--- src/rtl/clkgen_multi.sv ---
// clkgen_multi: NCH independent divided clocks from one reference clock, each
// with programmable period/high time, glitch-free start/stop and a global sync.

module clkgen_chan #(
  parameter int DIVW = 8
) (
  input  logic            clk,
  input  logic            rst,
  input  logic            en,
  input  logic            sync,
  input  logic [DIVW-1:0] div,
  input  logic [DIVW-1:0] hi,
  output logic            clk_out,
  output logic            rise,
  output logic            running
);

  typedef enum logic [0:0] {
    ST_IDLE = 1'b0,
    ST_RUN  = 1'b1
  } state_t;

  localparam logic [DIVW-1:0] zero_c    = {DIVW{1'b0}};
  localparam logic [DIVW-1:0] one_c     = DIVW'(32'd1);
  localparam logic [DIVW-1:0] div_min_c = DIVW'(32'd2);

  state_t          state_r, state_s;
  logic [DIVW-1:0] cnt_r, cnt_s;
  logic [DIVW-1:0] div_l_r, div_l_s;
  logic [DIVW-1:0] hi_l_r, hi_l_s;
  logic [DIVW-1:0] div_eff_s, hi_eff_s;
  logic            load_s;
  logic            boundary_s;
  logic            clk_out_r, clk_out_s;
  logic            rise_r, rise_s;
  logic            running_r, running_s;

  function automatic logic [DIVW-1:0] clamp_div(input logic [DIVW-1:0] d);
    if (d < div_min_c) begin
      clamp_div = div_min_c;
    end else begin
      clamp_div = d;
    end
  endfunction

  // High time is forced into [1, div_eff-1] so every period has both levels.
  function automatic logic [DIVW-1:0] clamp_hi(input logic [DIVW-1:0] h,
                                               input logic [DIVW-1:0] d_eff);
    if (h == zero_c) begin
      clamp_hi = one_c;
    end else if (h >= d_eff) begin
      clamp_hi = d_eff - one_c;
    end else begin
      clamp_hi = h;
    end
  endfunction

  // Clamped view of the live configuration, only used when latching.
  always_comb begin
    div_eff_s = clamp_div(div);
    hi_eff_s  = clamp_hi(hi, div_eff_s);
  end

  // Next state, counter and latched configuration.
  always_comb begin
    state_s    = state_r;
    cnt_s      = cnt_r;
    load_s     = 1'b0;
    boundary_s = sync || (cnt_r == (div_l_r - one_c));
    case (state_r)
      ST_IDLE: begin
        cnt_s = zero_c;
        if (en) begin
          state_s = ST_RUN;
          load_s  = 1'b1;
        end else begin
          state_s = ST_IDLE;
        end
      end
      ST_RUN: begin
        if (boundary_s) begin
          cnt_s = zero_c;
          if (en) begin
            state_s = ST_RUN;
            load_s  = 1'b1;
          end else begin
            state_s = ST_IDLE;
          end
        end else begin
          cnt_s = cnt_r + one_c;
        end
      end
      default: begin
        state_s = ST_IDLE;
        cnt_s   = zero_c;
      end
    endcase
    if (load_s) begin
      div_l_s = div_eff_s;
      hi_l_s  = hi_eff_s;
    end else begin
      div_l_s = div_l_r;
      hi_l_s  = hi_l_r;
    end
  end

  // Output values for the next cycle, derived from the next-state view.
  always_comb begin
    if (state_s == ST_RUN) begin
      clk_out_s = (cnt_s < hi_l_s);
      rise_s    = load_s;
      running_s = 1'b1;
    end else begin
      clk_out_s = 1'b0;
      rise_s    = 1'b0;
      running_s = 1'b0;
    end
  end

  // State and output registers; reset drops clk_out without a clock edge.
  always_ff @(posedge clk or posedge rst) begin
    if (rst) begin
      state_r   <= ST_IDLE;
      cnt_r     <= zero_c;
      div_l_r   <= div_min_c;
      hi_l_r    <= one_c;
      clk_out_r <= 1'b0;
      rise_r    <= 1'b0;
      running_r <= 1'b0;
    end else begin
      state_r   <= state_s;
      cnt_r     <= cnt_s;
      div_l_r   <= div_l_s;
      hi_l_r    <= hi_l_s;
      clk_out_r <= clk_out_s;
      rise_r    <= rise_s;
      running_r <= running_s;
    end
  end

  assign clk_out = clk_out_r;
  assign rise    = rise_r;
  assign running = running_r;

endmodule

// Output invariants: a rise is always a high cycle, a high cycle is always running.
module clkgen_multi_chk #(
  parameter int NCH = 4
) (
  input logic           clk,
  input logic           rst,
  input logic [NCH-1:0] clk_out,
  input logic [NCH-1:0] rise,
  input logic [NCH-1:0] running
);

  for (genvar g = 0; g < NCH; g++) begin : g_chk
    a_rise_high: assert property (@(posedge clk) disable iff (rst) rise[g] |-> clk_out[g]);
    a_high_run:  assert property (@(posedge clk) disable iff (rst) clk_out[g] |-> running[g]);
  end

endmodule

module clkgen_multi #(
  parameter int NCH  = 4,
  parameter int DIVW = 8
) (
  input  logic              clk,
  input  logic              rst,
  input  logic [NCH-1:0]      en,
  input  logic [NCH*DIVW-1:0] div,
  input  logic [NCH*DIVW-1:0] hi,
  input  logic              sync,
  output logic [NCH-1:0]      clk_out,
  output logic [NCH-1:0]      rise,
  output logic [NCH-1:0]      running
);

  for (genvar g = 0; g < NCH; g++) begin : g_ch
    clkgen_chan #(.DIVW(DIVW)) u_chan (
      .clk     (clk),
      .rst     (rst),
      .en      (en[g]),
      .sync    (sync),
      .div     (div[g*DIVW +: DIVW]),
      .hi      (hi[g*DIVW +: DIVW]),
      .clk_out (clk_out[g]),
      .rise    (rise[g]),
      .running (running[g])
    );
  end

  clkgen_multi_chk #(.NCH(NCH)) u_chk (
    .clk     (clk),
    .rst     (rst),
    .clk_out (clk_out),
    .rise    (rise),
    .running (running)
  );

endmodule

--- config.mk ---
export PLATFORM = sky130hd
export DESIGN_NAME = clkgen_multi
export DESIGN_NICKNAME = d
export VERILOG_FILES = /design/src/rtl/clkgen_multi.sv
export SDC_FILE = /design/constraint.sdc
export NUM_CORES = 1
export LEC_CHECK = 0
export ABC_AREA = 1
export CAP_MARGIN = 10
export CORE_AREA = 5 5 158 160
export CTS_CLUSTER_SIZE = 28
export DETAILED_ROUTE_END_ITERATION = 8
export DIE_AREA = 0 0 163 165
export PLACE_DENSITY = 0.61
export RECOVER_POWER = 25
export SYNTH_ARGS = -nofsm -noshare
export SYNTH_HDL_FRONTEND = slang
export SYNTH_SLANG_ARGS = --single-unit
--- constraint.sdc ---
create_clock -name clk -period 6 [get_ports clk]
set_clock_uncertainty 0.15 [all_clocks]
set_input_delay 1.8 -clock clk [delete_from_list [all_inputs] [get_ports clk]]
set_output_delay 1.8 -clock clk [all_outputs]
set_load 0.02 [all_outputs]
### Floorplan with the power grid

The bar under the picture is 50 um long. Pins as bars on the die edge. Tap cells in grey.
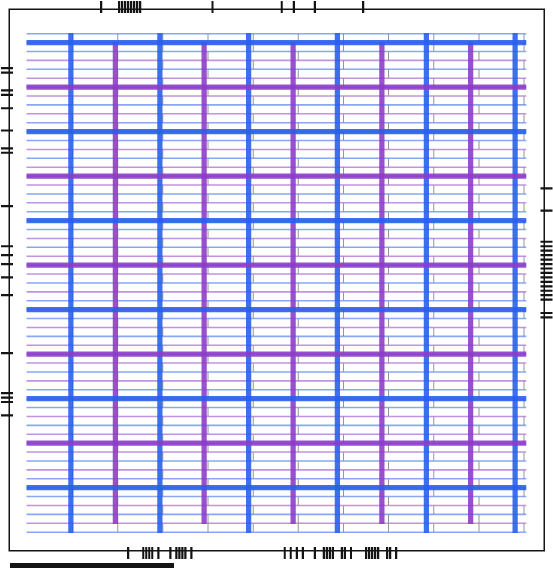
net	colour
VDD	purple
VSS	blue
rows	56
met5 straps	11
met4 straps	11
tap cells	319

### Cell classes on the final placement

The bar under the picture is 50 um long.
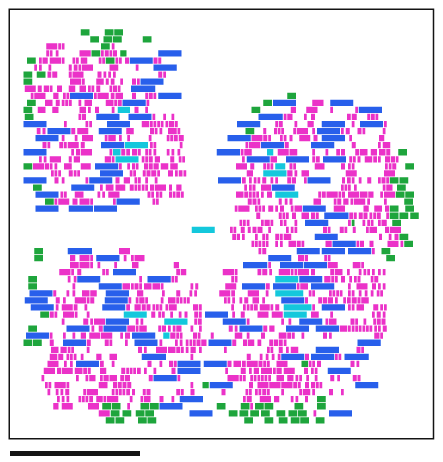
class	colour	cells	share of their area
clock drivers and dummy loads	cyan	16	3.7%
remaining buffers and delay cells	green	86	9.3%
combinational and other logic	magenta	977	57%
sequential cells	blue	108	30%

[worst max-delay path: stages]
cell             delay, ns
clkdlybuf4s50_1       0.53
inv_1                 0.11
nand2_1               0.11
nor3_1                0.07
a21oi_1               0.35
ha_1                  0.33
nand2_1               0.07
nand2_1               0.05
nand2_1               0.05
nand2_1               0.05
nand2_1               0.05
nand3_1               0.38
nand3_1               0.30
o2111ai_1             0.15
o21ai_1               0.13
inv_1                 0.06
ha_1                  0.30
a21oi_1               0.13
nand2_1               0.08
a21oi_2               0.11
[worst paths after layout]
check / from / cells after the start / to
max: div[12] / 20 / g_ch[1].u_chan.clk_out$_DFF_PP0_
min: g_ch[3].u_chan.hi_l_r[5]$_DFF_PP0_ / 2 / g_ch[3].u_chan.hi_l_r[5]$_DFF_PP0_
max reg2reg: g_ch[2].u_chan.div_l_r[1]$_DFFE_PP1N_ / 19 / g_ch[2].u_chan.clk_out$_DFF_PP0_
min reg2reg: g_ch[3].u_chan.hi_l_r[5]$_DFF_PP0_ / 2 / g_ch[3].u_chan.hi_l_r[5]$_DFF_PP0_
max in group asynchronous: rst / 3 / g_ch[3].u_chan.cnt_r[4]$_DFF_PP0_
min in group asynchronous: rst / 2 / g_ch[3].u_chan.rise$_DFF_PP0_
[area by class of cell]
cell class	instances	area (um^2)
clock buffers	10	239
clock inverters	6	95.1
fillers	2428	13800
inverters	198	747
multi-input cells	779	4430
flip-flops and latches	108	2710
well taps	319	399
repair buffers	86	847
[power by group through the flow]
stage               logic (W)  registers, W  clock network (W)
floorplan            0.000443      0.000870                  0
global placement     0.000587      0.000890                  0
detailed placement   0.000598      0.000892                  0
CTS                  0.000602      0.000878           0.000683
global route         0.000693      0.000888           0.000712
finish               0.000593      0.000877           0.000664
[per-stage QoR]
step / worst slack (ns) / total power [W] / utilization (%) / hold slack, ns
after global placement: 0.638 / 0.00148 / 39.3 / 0.327
after detailed placement: 0.585 / 0.00149 / 39.3 / 0.329
after global routing: 0.652 / 0.00229 / 40.7 / 0.383
after CTS: 0.955 / 0.00216 / 40.7 / 0.347
after floorplan: 1.22 / 0.00131 / - / 0.302
final: 0.923 / 0.00213 / 40.7 / 0.345
[cells in the mapped netlist, types with 4 or more instances]
cell         n
and2_1       4
nand2_2      7
dfstp_2      8
nand2_1    267
ha_1        72
buf_4       14
nor4_1       7
or2_2        7
nor3_1      13
nor2_2       9
a21o_1       4
nand2_4     10
nand3_1     68
xor2_1      31
o21ai_1     22
o2111ai_1   12
nand4_1     14
inv_1      182
a21oi_1     31
xnor2_1     10
inv_2       14
dfrtp_1    100
clkbuf_1     7
o211ai_1    14
nor2_1      95
nor3b_1      7
buf_6        4
o21ai_0     56
[flip-flops by register name, summed over array words and instances (netlist names)]
register             flops
g_ch.u_chan.div_l_r     32
g_ch.u_chan.clk_out      4
g_ch.u_chan.running      4
g_ch.u_chan.cnt_r       32
g_ch.u_chan.rise         4
g_ch.u_chan.hi_l_r      32
[cells by family (layout without fill, tap and decap cells)]
group	after synthesis	count (layout)
simple gates	519	519
xor+xnor	41	41
compound gates	147	147
buf+inv	225	300
flops	108	108
fa+ha+maj	72	72
==> notes.md <==
fresh numbers from the pnr run: clock power share 31.1%, Post-DP Area 0.00914 mm^2, clk_lat worst skew 0.35 ns, router iterations before antenna repair 5, crit start category input port, Avg Cell Area, Syn 7.26 um^2, initial drt markers 375, Critical Path RT 6.13 ns, Lkg Pwr 4.81 nW, met2 wire len 8790 um, Area Growth Syn to Fin 17.3%, reg-to-reg setup timing slack 2.73 ns, MaxCap Viol Count 1, Tot GR Track Use 14.6%, Top-area cell share 31.0%, Fmax 0.197 GHz, DIE WIDTH 163 um, final setup violation count 0, Setup crit end kind flip-flop, Vias/cell 4.65, Worst-Margin Slew 1.73 ns, Clock Path Buffers 2, Synth Warn # 0, minimum clock period 5.08 ns, DP Cell Count 1,490, GRT busiest layer met2, GRT overflow 0, routed len/inst 12.7 um, Yosys chip area 0.00807 mm^2, design area 0.00947 mm^2, met3 GRT Util 2.10%, P_sw 0.000698 W, hold-fix buffer count after cts 0, met1 Track Usage GR 19.9%, Final Hold Vio Count 0, Synth Area in Compound Gates 10.5%, met3 wire length 601 um, status finished with violations, Post-synth EDFFs 0, comb area leader simple AND/OR/NAND/NOR gates, share of power burned in registers 41.1%, syn_nets 1,255, FFs w/ async S/R, synth 100%, distinct lib cells 41, cells in synth_stat.txt 1,112, layout cell share with drive strength beyond 1 6.91%, post-synthesis mux area share 0%, HPWL after DPL 15,300 um, setup TNS 0 ns, post-CTS sizing 0, depth of the CTS H-tree 3, Slew HR -15.2%, routed wire length 19,100 um, failing checks max-capacitance violations, max-slew violations, Cells after Synth 1,112, number of antenna violations at the first check in global routing 0, Die ar. 0.0269 mm^2, worst-path maximum fanout 16, CTS tree yes, synthesized area 0.00807 mm^2, fin. max-slew vios 33, Synth Seq Share 33.6%, post-route ant nets 0, FP Util 34.7%, CTS Buf Count 9, M1 WL 9370 um
Power and IR drop assume default switching activity.
